==> run_1/metal_density.png <==
The die is cut into 16 by 13 equal tiles; black is low, pale yellow is high, scaled to the fullest tile. Values are wire area over tile area, all layers added.
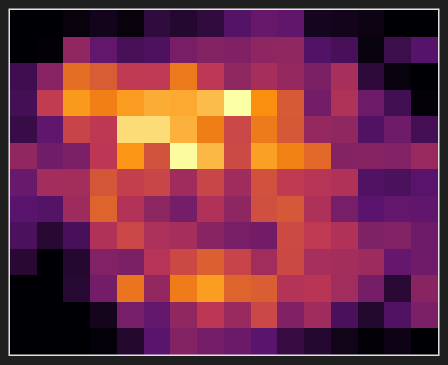
==> run_1/wires.png <==
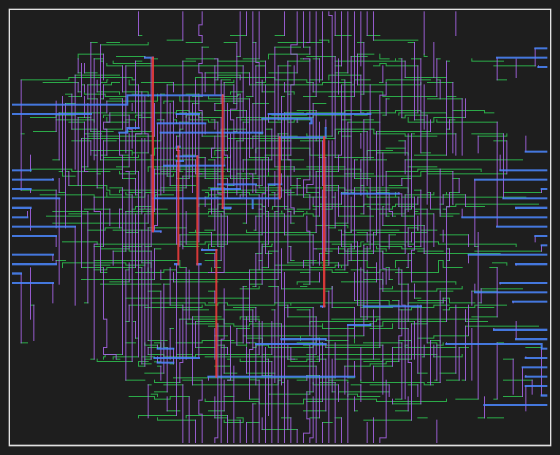
==> run_1/layer_met1.png <==
Supply wires on this layer in grey.
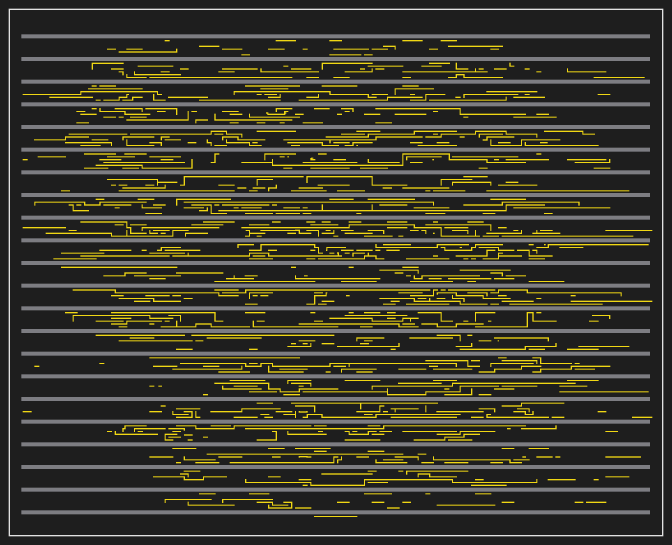
==> run_1/placement.png <==
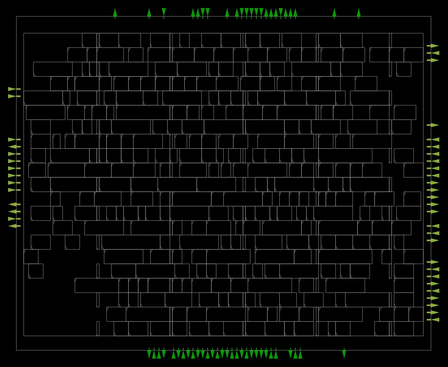
<file path="config.mk">
export PLATFORM = sky130hd
export DESIGN_NAME = data_mem_arbiter
export DESIGN_NICKNAME = d
export VERILOG_FILES = /design/src/rtl/data_mem_arbiter.sv
export SDC_FILE = /design/constraint.sdc
export NUM_CORES = 1
export LEC_CHECK = 0
export CAP_MARGIN = 0
export CORE_ASPECT_RATIO = 0.8
export CORE_MARGIN = 1
export CORE_UTILIZATION = 41
export DETAILED_ROUTE_END_ITERATION = 6
export GPL_TIMING_DRIVEN = 0
export PLACE_DENSITY = 0.89
export SYNTH_ARGS = -nofsm -noshare
export SYNTH_HDL_FRONTEND = slang
export SYNTH_SLANG_ARGS = --single-unit
</file>
<file path="constraint.sdc">
create_clock -name clk_i -period 2.31 [get_ports clk_i]
set_input_delay 0.462 -clock clk_i [delete_from_list [all_inputs] [get_ports clk_i]]
set_output_delay 0.462 -clock clk_i [all_outputs]
set_load 0.01 [all_outputs]
</file>
<file path="src/rtl/data_mem_arbiter.sv">
// data_mem_arbiter
//   Shares one simple-dual-port data RAM (write port A, read port B with a
//   1-cycle registered read) between the CPU and the debug/loader port.
//   At most one memory operation is granted per clock. The CPU has fixed
//   priority, but a starvation counter forces the debug port ahead after
//   STARVE_MAX consecutive CPU grants while debug is waiting.
//
// Ports
//   clk_i, rst_i            system clock, synchronous active-high reset
//   cpu_*_i / cpu_*_o       CPU request (req/we/addr/wdata), grant, read return
//   dbg_*_i / dbg_*_o       debug port, same shape as the CPU port
//   mem_cea_o/ada_o/din_o   RAM write port A
//   mem_ceb_o/adb_o         RAM read port B
//   mem_oce_o               RAM output clock enable, tied high
//   mem_reset_o             RAM reset, follows rst_i
//   mem_dout_i              RAM read data, valid the cycle after mem_ceb_o
//
// state          | meaning
// ARB_CPU        | normal fixed priority, CPU wins when it requests
// ARB_DBG_FORCED | debug has waited STARVE_MAX CPU grants; debug wins next

module data_mem_arbiter #(
  parameter int ADDR_W     = 8,
  parameter int DATA_W     = 8,
  parameter int STARVE_MAX = 4
) (
  input  logic              clk_i,
  input  logic              rst_i,
  input  logic              cpu_req_i,
  input  logic              cpu_we_i,
  input  logic [ADDR_W-1:0] cpu_addr_i,
  input  logic [DATA_W-1:0] cpu_wdata_i,
  output logic              cpu_gnt_o,
  output logic              cpu_rvalid_o,
  output logic [DATA_W-1:0] cpu_rdata_o,
  input  logic              dbg_req_i,
  input  logic              dbg_we_i,
  input  logic [ADDR_W-1:0] dbg_addr_i,
  input  logic [DATA_W-1:0] dbg_wdata_i,
  output logic              dbg_gnt_o,
  output logic              dbg_rvalid_o,
  output logic [DATA_W-1:0] dbg_rdata_o,
  output logic              mem_cea_o,
  output logic [ADDR_W-1:0] mem_ada_o,
  output logic [DATA_W-1:0] mem_din_o,
  output logic              mem_ceb_o,
  output logic [ADDR_W-1:0] mem_adb_o,
  output logic              mem_oce_o,
  output logic              mem_reset_o,
  input  logic [DATA_W-1:0] mem_dout_i
);

  localparam logic [3:0] STARVE_LIM = 4'(STARVE_MAX);

  typedef enum logic {
    ARB_CPU        = 1'b0,
    ARB_DBG_FORCED = 1'b1
  } arb_state_e;

  typedef enum logic {
    OWN_CPU = 1'b0,
    OWN_DBG = 1'b1
  } owner_e;

  arb_state_e        state_q, state_d;
  logic [3:0]        starve_cnt_q, starve_cnt_d;
  logic              rd_pend_q, rd_pend_d;
  owner_e            rd_owner_q, rd_owner_d;
  logic [ADDR_W-1:0] ada_q, ada_d;
  logic [DATA_W-1:0] din_q, din_d;
  logic [ADDR_W-1:0] adb_q, adb_d;

  logic              force_dbg;
  logic              cpu_gnt, dbg_gnt, any_gnt;
  logic              win_we;
  logic [ADDR_W-1:0] win_addr;
  logic [DATA_W-1:0] win_wdata;
  logic              wr_en, rd_en;

  // ARB_DBG_FORCED is held exactly when the starvation count sits at its
  // limit, so the state alone tells us debug must win if it still asks.
  always_comb begin
    force_dbg = dbg_req_i && (state_q == ARB_DBG_FORCED);
    cpu_gnt   = !rst_i && !force_dbg && cpu_req_i;
    dbg_gnt   = !rst_i && (force_dbg || (!cpu_req_i && dbg_req_i));
    any_gnt   = cpu_gnt || dbg_gnt;

    win_we    = dbg_gnt ? dbg_we_i    : cpu_we_i;
    win_addr  = dbg_gnt ? dbg_addr_i  : cpu_addr_i;
    win_wdata = dbg_gnt ? dbg_wdata_i : cpu_wdata_i;

    wr_en     = any_gnt && win_we;
    rd_en     = any_gnt && !win_we;
  end

  // Address/data lines keep their last driven value on idle cycles.
  always_comb begin
    ada_d = wr_en ? win_addr  : ada_q;
    din_d = wr_en ? win_wdata : din_q;
    adb_d = rd_en ? win_addr  : adb_q;
  end

  always_comb begin
    starve_cnt_d = starve_cnt_q;
    if (dbg_gnt || !dbg_req_i) begin
      starve_cnt_d = '0;
    end else if (cpu_gnt) begin
      starve_cnt_d = (starve_cnt_q == STARVE_LIM) ? starve_cnt_q : starve_cnt_q + 4'd1;
    end

    state_d = (starve_cnt_d == STARVE_LIM) ? ARB_DBG_FORCED : ARB_CPU;

    rd_pend_d  = rd_en;
    rd_owner_d = rd_owner_q;
    if (rd_en) begin
      rd_owner_d = dbg_gnt ? OWN_DBG : OWN_CPU;
    end
  end

  always_ff @(posedge clk_i) begin
    if (rst_i) begin
      state_q      <= ARB_CPU;
      starve_cnt_q <= '0;
      rd_pend_q    <= 1'b0;
      rd_owner_q   <= OWN_CPU;
      ada_q        <= '0;
      din_q        <= '0;
      adb_q        <= '0;
    end else begin
      state_q      <= state_d;
      starve_cnt_q <= starve_cnt_d;
      rd_pend_q    <= rd_pend_d;
      rd_owner_q   <= rd_owner_d;
      ada_q        <= ada_d;
      din_q        <= din_d;
      adb_q        <= adb_d;
    end
  end

  // rst_i gating drops the return of a read granted just before reset.
  assign cpu_rvalid_o = !rst_i && rd_pend_q && (rd_owner_q == OWN_CPU);
  assign dbg_rvalid_o = !rst_i && rd_pend_q && (rd_owner_q == OWN_DBG);
  assign cpu_rdata_o  = mem_dout_i;
  assign dbg_rdata_o  = mem_dout_i;

  assign cpu_gnt_o   = cpu_gnt;
  assign dbg_gnt_o   = dbg_gnt;
  assign mem_cea_o   = wr_en;
  assign mem_ada_o   = ada_d;
  assign mem_din_o   = din_d;
  assign mem_ceb_o   = rd_en;
  assign mem_adb_o   = adb_d;
  assign mem_oce_o   = 1'b1;
  assign mem_reset_o = rst_i;

endmodule

</file>
==> results.json, run 1 <==
{
  "numCtsBuffers": 5,
  "p_switching_mw": 0.4590,
  "use_met3": 0.05109,
  "mux_area_frac": 0.09639,
  "n_all_buffers": 137,
  "grt_max_degree": 11,
  "setup_viol_count_final": 6,
  "crit_type": "reg2out",
  "grt_use_met2": 0.4726,
  "status": "complete, but fails checks",
  "worst_slack_ns": -0.07996,
  "top_cells_by_area": "dfxtp_1 33%, buf_4 7.1%, a21oi_1 6.8%, and3_1 5.2%, mux2i_1 4.7%",
  "lay_top_count": "clkdlybuf4s50_1",
  "clkCellAreaFrac": 0.03561,
  "grt.overflow.total": 0,
  "synth_warnings": 0,
  "n_sequential_cell": 31,
  "final_nets": 378,
  "finalPower_mw": 1.646,
  "worstPathCellList": "a21bo_4, o32a_4, nor2_8, buf_6, buf_6, mux2_4, buf_6",
  "flop_cell": "dfxtp_1",
  "gr-max-usage-layer": "met2",
  "final_cell_mix": "51 x clkdlybuf4s50_1, 37 x buf_4, 30 x dfxtp_1",
  "cts_setup_buffers": 17,
  "yosysUniqueCellTypes": 46,
  "io_pins": 94,
  "drive_gt1_frac": 0.3776,
  "fmax_mhz": 418.4,
  "rsz0062_at_grt": "yes",
  "diodes": 0,
  "top_power_group": "sequential cells",
  "area_growth_pct": 73.11,
  "violations": "setup timing",
  "comb_share": 0.3773,
  "htreeDepth": 2,
  "edf_count": 0,
  "grt_pass1_wl_um": 10150,
  "p_int_mw": 1.187,
  "met3_length_um": 426,
  "synth_area_mm2": 0.001908
}
Notes on metal_density.png above:
11% of the tiles are nearly empty. The fullest tile reaches 0.59. The mean over all tiles is 0.21. The densest ninth of the die: centre.
final WL: 6573 um
routed len/inst: 16.94 um
DR vias: 2,118
GRT Total Usage: 0.2656

Notes on wires.png above:
Key: metal 1 = green [wire length 2,720 um]; metal 4 = red [wire length 126 um]; metal 2 = purple [wire length 3,300 um]; metal 3 = blue [wire length 427 um]

Notes on layer_met1.png above:
The layer carries 2,720 um of wire. 332 nets have wire on it. The layer holds 41% of the routed length. The longest straight run is 34.5 um. The wires run mostly horizontal.
met1 usage: 0.3150

Notes on placement.png above:
fin util: 0.7666
Site Rows: 21
FILL cells: 285
Seq area share: 0.1890

## run 1: path summary, 6_finish.rpt
path	slack, ns	start	cells after the start	end
hold / removal	0.47	dbg_we_i	2	rd_owner_q
hold reg to reg	0.50	ada_q[5]	2	ada_q[5]
setup / recovery	-0.08	state_q	7	mem_adb_o[3]
setup reg to reg	0.69	state_q	7	ada_q[2]
## run 1: metrics by stage
| step | TNS, ns | setup WS (ns) | instances |
|---|---|---|---|
| floorplan | 0 | 0.2812 | 216 |
| global placement | -20.94 | -0.8728 | 356 |
| detailed placement | -21.81 | -0.8986 | 356 |
| CTS | -0.6546 | -0.09608 | 382 |
| global route | -0.6391 | -0.1407 | 388 |
| finish | -0.2441 | -0.07996 | 388 |
==> inputs of run 2 (changes only) <==
Settings changed: CORE_UTILIZATION 41 to 42, CTS_BUF_LIST from default to sky130_fd_sc_hd__clkbuf_4, PLACE_DENSITY 0.89 to 0.91.
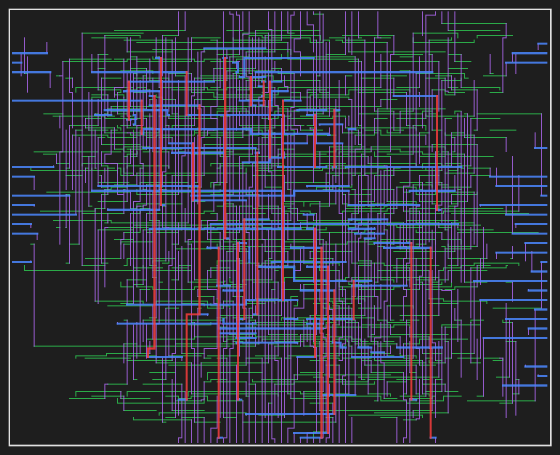
(run_2/wires.png)
DR vias: 2,434
final WL: 8630 um
GRT Total Usage: 0.3019

==> run 2 against run 1 <==
The flow still finishes with violations (setup timing). Clock power shrank 21%. Count of clock-buffer cells in the layout shrank 1. Non-clock buffer count grew 16. Hold slack gained 0.038 ns. Sequential share of layout area shrank 1.1 points. Via count grew 15%. Critical path type unchanged. Largest cell class is now buffers. Highest routed layer unchanged.
==> results.json, run 2 <==
{
  "finalPower_mw": 1.618,
  "n_sequential_cell": 31,
  "mux_area_frac": 0.09639,
  "synth_area_mm2": 0.001908,
  "use_met3": 0.07647,
  "synth_warnings": 0,
  "numCtsBuffers": 5,
  "violations": "setup timing",
  "status": "complete, but fails checks",
  "grt_pass1_wl_um": 11170,
  "htreeDepth": 2,
  "worst_slack_ns": -0.1865,
  "clkCellAreaFrac": 0.02179,
  "grt.overflow.total": 0,
  "io_pins": 94,
  "final_nets": 393,
  "cts_setup_buffers": 28,
  "ff2ff_setup_slack_ns": 0.38,
  "lay_top_count": "clkdlybuf4s50_1",
  "grt_max_degree": 11,
  "comb_share": 0.3829,
  "area_growth_pct": 83.61,
  "final_cell_mix": "51 x clkdlybuf4s50_1, 40 x buf_4, 30 x dfxtp_1",
  "wl_per_cell_um": 21.41,
  "post-place-ws_ns": -0.9256,
  "setup_viol_count_final": 16
}
## run 2: metrics by stage
stage | cells | instance area, um2 | TNS [ns] | utilization
detailed placement | 356 | 2810 | -22.10 | 0.6602
CTS | 393 | 3309 | -0.8377 | 0.7775
finish | 403 | 3503 | -1.412 | 0.8230
global placement | 356 | 2810 | -21.03 | 0.6602
floorplan | 216 | 1908 | 0 | -
global route | 403 | 3503 | -2.404 | 0.8230
## run 2: power by group
group / leakage [nW] / switching, mW / internal (mW)
Sequential: 0.254 / 0.0138 / 0.561
Combinational: 1.31 / 0.277 / 0.319
Clock: 0.0426 / 0.225 / 0.222
## run 2: worst paths after layout
path,start,end,cells past startpoint
max,state_q,mem_ada_o[2],7
min,ada_q[4],ada_q[4],2
max reg2reg,state_q,din_q[1],8
min reg2reg,ada_q[4],ada_q[4],2
Power and IR drop assume default switching activity.
